### src/rtl/gpu_parameters.sv
// Shared widths, constants and types for the processing-block fetch path.
package gpu_parameters;

  localparam int INSTRUCTION_WIDTH                = 64;
  localparam int INSTRUCTION_MEMORY_ADDRESS_WIDTH = 13;
  localparam int OPCODE_WIDTH                     = 8;
  localparam int FIFO_DEPTH                       = 2;

  localparam logic [OPCODE_WIDTH-1:0] OPCODE_EXIT = 8'hFF;

  typedef logic [INSTRUCTION_WIDTH-1:0]                inst_word_t;
  typedef logic [INSTRUCTION_MEMORY_ADDRESS_WIDTH-1:0] imem_addr_t;

  typedef struct packed {
    inst_word_t inst;
    imem_addr_t pc;
  } fetch_entry_t;

  typedef enum logic [1:0] {
    FETCH_IDLE,
    FETCH_RUN,
    FETCH_HALTED
  } fetch_state_t;

  function automatic logic is_exit(input inst_word_t word);
    return word[INSTRUCTION_WIDTH-1 -: OPCODE_WIDTH] == OPCODE_EXIT;
  endfunction

endpackage

### src/rtl/fetch_fifo.sv
// Small synchronous FIFO holding fetched instructions with their PCs.
// Flush empties it in one cycle; the producer never pushes when full.
module fetch_fifo
  import gpu_parameters::*;
#(
  parameter int DEPTH = FIFO_DEPTH,
  parameter int CNT_W = $clog2(DEPTH + 1)
) (
  input  logic         clk,
  input  logic         rst_n,
  input  logic         flush_i,
  input  logic         push_i,
  input  fetch_entry_t push_entry_i,
  input  logic         pop_i,
  output fetch_entry_t head_o,
  output logic         empty_o,
  output logic [CNT_W-1:0] count_o
);

  localparam int PTR_W = (DEPTH > 1) ? $clog2(DEPTH) : 1;

  fetch_entry_t     mem_q [DEPTH];
  logic [PTR_W-1:0] wr_ptr_q, wr_ptr_d;
  logic [PTR_W-1:0] rd_ptr_q, rd_ptr_d;
  logic [CNT_W-1:0] count_q, count_d;

  function automatic logic [PTR_W-1:0] ptr_inc(input logic [PTR_W-1:0] p);
    return (p == PTR_W'(DEPTH - 1)) ? '0 : p + PTR_W'(1);
  endfunction

  // NOTE: every signal assigned in always_comb gets a default first so no latch is inferred.
  always_comb begin
    wr_ptr_d = wr_ptr_q;
    rd_ptr_d = rd_ptr_q;
    count_d  = count_q;
    if (flush_i) begin
      wr_ptr_d = '0;
      rd_ptr_d = '0;
      count_d  = '0;
    end else begin
      if (push_i) wr_ptr_d = ptr_inc(wr_ptr_q);
      if (pop_i)  rd_ptr_d = ptr_inc(rd_ptr_q);
      count_d = count_q + CNT_W'(push_i) - CNT_W'(pop_i);
    end
  end

  // NOTE: storage is not reset; count_q alone decides which entries are valid.
  always_ff @(posedge clk) begin
    if (push_i && !flush_i) mem_q[wr_ptr_q] <= push_entry_i;
  end

  // NOTE: sequential state uses non-blocking assignments so all registers update together.
  always_ff @(posedge clk or negedge rst_n) begin
    if (!rst_n) begin
      wr_ptr_q <= '0;
      rd_ptr_q <= '0;
      count_q  <= '0;
    end else begin
      wr_ptr_q <= wr_ptr_d;
      rd_ptr_q <= rd_ptr_d;
      count_q  <= count_d;
    end
  end

  assign head_o  = mem_q[rd_ptr_q];
  assign empty_o = (count_q == '0);
  assign count_o = count_q;

endmodule

### src/rtl/instruction_fetch_unit.sv
// Owns the PC, reads the L0 instruction memory and hands instructions in order
// to decode; supports redirects and stops after an EXIT instruction.
module instruction_fetch_unit
  import gpu_parameters::*;
(
  input  logic                                        clk,
  input  logic                                        rst_n,
  input  logic                                        start,
  input  logic [INSTRUCTION_MEMORY_ADDRESS_WIDTH-1:0] start_pc,
  input  logic                                        redirect_valid,
  input  logic [INSTRUCTION_MEMORY_ADDRESS_WIDTH-1:0] redirect_pc,
  output logic                                        imem_rd_en,
  output logic [INSTRUCTION_MEMORY_ADDRESS_WIDTH-1:0] imem_rd_addr,
  input  logic [INSTRUCTION_WIDTH-1:0]                imem_rd_data,
  output logic                                        inst_valid,
  input  logic                                        inst_ready,
  output logic [INSTRUCTION_WIDTH-1:0]                inst_data,
  output logic [INSTRUCTION_MEMORY_ADDRESS_WIDTH-1:0] inst_pc,
  output logic                                        busy,
  output logic                                        halted
);

  localparam int CNT_W = $clog2(FIFO_DEPTH + 1);

  fetch_state_t state_q, state_d;
  imem_addr_t   pc_q, pc_d;
  logic         inflight_q, inflight_d;
  imem_addr_t   inflight_pc_q, inflight_pc_d;

  fetch_entry_t     fifo_head;
  logic             fifo_empty;
  logic [CNT_W-1:0] fifo_count;
  logic             fifo_push, fifo_pop, redirect_en, ret_exit, credit_ok;
  logic [CNT_W:0]   credit_used;

  // Returning data bypasses the empty FIFO so a read shows up on the very next cycle.
  always_comb begin
    redirect_en = redirect_valid && (state_q != FETCH_IDLE);
    ret_exit    = inflight_q && is_exit(imem_rd_data);
    credit_used = {1'b0, fifo_count} + {{CNT_W{1'b0}}, inflight_q};
    credit_ok   = credit_used < (CNT_W + 1)'(FIFO_DEPTH);

    inst_valid = !fifo_empty || inflight_q;
    inst_data  = '0;
    inst_pc    = '0;
    if (!fifo_empty) begin
      inst_data = fifo_head.inst;
      inst_pc   = fifo_head.pc;
    end else if (inflight_q) begin
      inst_data = imem_rd_data;
      inst_pc   = inflight_pc_q;
    end

    fifo_pop  = !fifo_empty && inst_ready;
    fifo_push = inflight_q && !redirect_en && !(fifo_empty && inst_ready);
  end

  always_comb begin
    state_d       = state_q;
    pc_d          = pc_q;
    inflight_d    = 1'b0;
    inflight_pc_d = inflight_pc_q;
    imem_rd_en    = 1'b0;

    unique case (state_q)
      FETCH_IDLE: begin
        if (start) begin
          state_d = FETCH_RUN;
          pc_d    = start_pc;
        end
      end
      FETCH_RUN: begin
        imem_rd_en = credit_ok;
        if (credit_ok) begin
          pc_d          = pc_q + imem_addr_t'(1);
          inflight_d    = 1'b1;
          inflight_pc_d = pc_q;
        end
        // The read issued alongside a returning EXIT is speculative and dropped.
        if (ret_exit) begin
          state_d    = FETCH_HALTED;
          inflight_d = 1'b0;
        end
      end
      FETCH_HALTED: ;
      default: state_d = FETCH_IDLE;
    endcase

    if (redirect_en) begin
      state_d    = FETCH_RUN;
      pc_d       = redirect_pc;
      inflight_d = 1'b0;
    end
  end

  always_ff @(posedge clk or negedge rst_n) begin
    if (!rst_n) begin
      state_q       <= FETCH_IDLE;
      pc_q          <= '0;
      inflight_q    <= 1'b0;
      inflight_pc_q <= '0;
    end else begin
      state_q       <= state_d;
      pc_q          <= pc_d;
      inflight_q    <= inflight_d;
      inflight_pc_q <= inflight_pc_d;
    end
  end

  fetch_fifo #(
    .DEPTH(FIFO_DEPTH),
    .CNT_W(CNT_W)
  ) u_fifo (
    .clk         (clk),
    .rst_n       (rst_n),
    .flush_i     (redirect_en),
    .push_i      (fifo_push),
    .push_entry_i('{inst: imem_rd_data, pc: inflight_pc_q}),
    .pop_i       (fifo_pop),
    .head_o      (fifo_head),
    .empty_o     (fifo_empty),
    .count_o     (fifo_count)
  );

  assign imem_rd_addr = pc_q;
  assign busy         = (state_q == FETCH_RUN);
  assign halted       = (state_q == FETCH_HALTED);

endmodule

### config.mk
export PLATFORM = sky130hd
export DESIGN_NAME = instruction_fetch_unit
export DESIGN_NICKNAME = d
export VERILOG_FILES = /design/src/rtl/gpu_parameters.sv /design/src/rtl/fetch_fifo.sv /design/src/rtl/instruction_fetch_unit.sv
export SDC_FILE = /design/constraint.sdc
export NUM_CORES = 1
export LEC_CHECK = 0
export ABC_AREA = 1
export CAP_MARGIN = 25
export CORE_MARGIN = 2
export CORE_UTILIZATION = 47
export CTS_BUF_LIST = sky130_fd_sc_hd__clkbuf_8
export DETAILED_ROUTE_END_ITERATION = 8
export HOLD_SLACK_MARGIN = 0.12
export PLACE_DENSITY = 0.84
export SETUP_SLACK_MARGIN = 0.1
export SYNTH_ARGS = -nofsm -noshare
export SYNTH_HDL_FRONTEND = slang
export SYNTH_SLANG_ARGS = --single-unit
export TNS_END_PERCENT = 30
### constraint.sdc
create_clock -name clk -period 4.4 [get_ports clk]
set_input_delay 0.88 -clock clk [delete_from_list [all_inputs] [get_ports clk]]
set_output_delay 0.88 -clock clk [all_outputs]
set_load 0.02 [all_outputs]
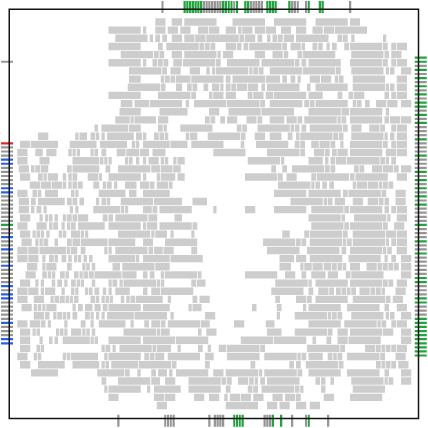
(images/io_placement.png)
Drawn at 3 px/um. Pins as bars across the die edge, other pins in gray.
imem_rd_addr -> blue  # pins 13, direction output, edge left
imem_rd_data -> green  # pins 64, direction input, edge 34 right, 22 top, 7 bottom, 1 left
rst_n -> red  # pins 1, direction input, edge left
all pins by edge = 74 right, 51 left, 41 top, 23 bottom

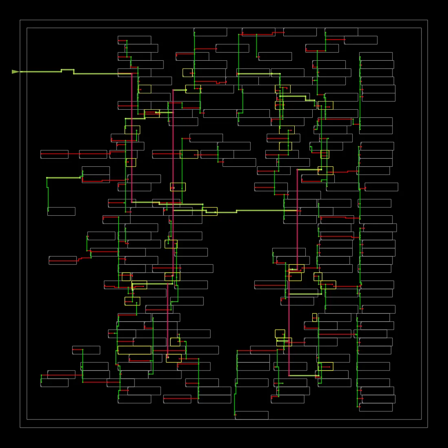
(images/clocks.png)
clock latency on the worst-skew pair: 0.46 ns
seq_cells: 187
P_clk: 0.00110 W
Worst Skew: 0.0146 ns

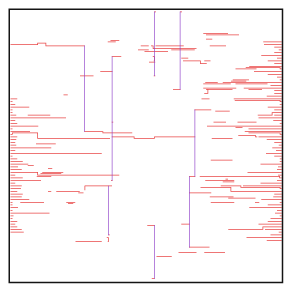
(images/wires.png)
Drawn at 2 px/um. Only two layers are drawn.
metal 3 -> red  # wire length 1770 um
metal 4 -> purple  # wire length 295 um

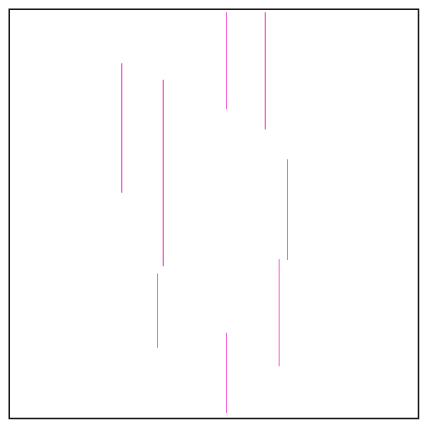
(images/layer_met4.png)
Drawn at 3 px/um.
nets with wire on the layer = 5
share of all routed wire = 1.5%
wire length on this layer = 295 um

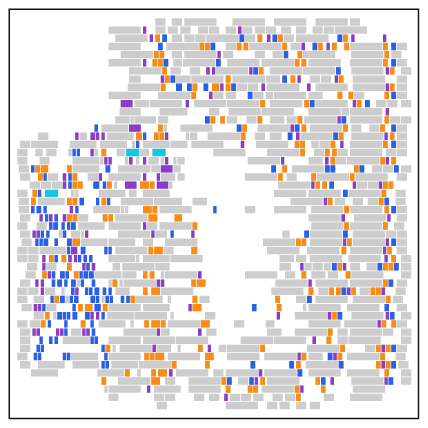
(images/logic_types.png)
Drawn at 3 px/um.
fa/ha/maj cells -> cyan  # cells 3, most used ha_1
nor cells -> purple  # cells 127, most used nor2_1, where spread over the die
aoi and oai cells -> orange  # cells 197, most used o21ai_0, where spread over the die
nand cells -> blue  # cells 168, most used nand3_1, where spread over the die

==> reports/results.tsv <==
stage	metric	value	unit
critical_path	max_stage_delay	0.66	ns
synthesis	ys_warn_count	0	
power	p_sw	0.00318	W
critical_path	path_depth	6	
clocking	cts.reportedPaths.clkPinSlew	0.09	ns
clocking	htreeDepth	4	
finish	ff_latch_area	5450	sq um
clocking	clk_path_buf_depth	2	
detailed_routing	viasPerCell	5.45	
global_routing	grt_pass1_vias	6045	
synthesis	synth.top_cell.area_share	56.5	%
clocking	cts_buffers	17	
global_routing	busiest_layer	met2	
synthesis	ys_sh_xor	0.321	%
detailed_routing	wirelength	20.3	mm
finish	nFillCells	1381	
synthesis	ys_sh_simple	15.2	%
job	maxCapViolations	0	
critical_path	crit_buf_inv	3	
place	place_ws	1.10	ns
worst_hold_path	hold_depth	0	
worst_hold_path	hold_start	inflight_pc_q[6]	
synthesis	syn_avg_cell_area	10.6	sq um
global_routing	antenna_found_initial	0	
power	combPwrFrac	50.9	%
critical_path	slowest_stage	clkdlybuf4s50_1	
finish	comb-cell-share	22.3	%
synthesis	syn-cell-area	8180	sq um
synthesis	synthArstFlopShare	17.6	%
critical_path	critPathCapture	inst_data[31]	
global_routing	grt.met1_usage	28.7	%
finish	comb_cells	498	
finish	comb_area	2370	sq um
die	num_rows	48	
power	p_leak	3.74	nW
clocking	cts_tree	done	
place	io_buffers	188	
clocking	cts-resized-gates	0	
place	placed_area	10200	sq um
global_routing	use_met3	5.67	%
detailed_routing	met3_length	1.77	mm
timing	finalSetupViolCount	0	
timing	worstMarginPinSlew	0.911	ns
critical_path	crit_family	buffers and inverters	
finish	fin_util	61.9	%
finish	lay_top_count	clkdlybuf4s50_1	
place	dp.cells	1146	
critical_path	crit_path_start	u_fifo.count_o[1]	
critical_path	cp_cell_sequence	nor2_4 -> inv_2 -> buf_4 -> o21ai_0 -> o21ai_0 -> clkdlybuf4s50_1	
critical_path	arrival	2.95	ns
power	p_comb	0.00378	W
synthesis	syn_inst	771	
clocking	cts_root_buffer	clkbuf_8	
power	swShare	42.9	%
finish	dominant-cell-class	flip-flops and latches	
place	gp_congestion	0.857	
synthesis	largest_area_cell	edfxtp_1	
critical_path	critPathRequiredTime	3.52	ns
finish	clock_cell_area_share	3.70	%
status	status	completed	
synthesis	syn_nets	869	
finish	drive_gt1_share	6.09	%
timing	period_used_share	87.2	%
synthesis	top_cell	o21ai_0	
global_routing	gr-total-overflow	0	
die	taps	225	
timing	drv_slew	0	
synthesis	synthTopCellsByCount	o21ai_0 (157), edfxtp_1 (154), nor2_1 (122)	
timing	setup_tns	0	ns
detailed_routing	drtPass1Iterations	5	
timing	max_slew_margin	39.3	%
critical_path	start_kind	flop	
critical_path	cp-end-kind	output pin	
detailed_routing	avgRoutedWirePerCell	17.2	um
kinds of logic (layout without fill, tap and decap cells):
| logic type | Yosys count | after routing |
|---|---|---|
| AND/OR/NAND/NOR | 295 | 295 |
| buffers and inverters | 86 | 268 |
| flip-flops | 187 | 187 |
| XOR/XNOR | 3 | 3 |
| adder cells (fa/ha/maj) | 3 | 3 |
| AND-OR/OR-AND | 197 | 197 |
flip-flops by register name, summed over array words and instances, names as in the netlist:
register / count
u_fifo.wr_ptr_q: 1
u_fifo.rd_ptr_q: 1
inflight_q: 1
u_fifo.count_o: 2
imem_rd_addr: 13
u_fifo.mem_q: 154
inflight_pc_q: 13
state_q: 2
No activity file was given, so power comes from the tool's default toggle rates.
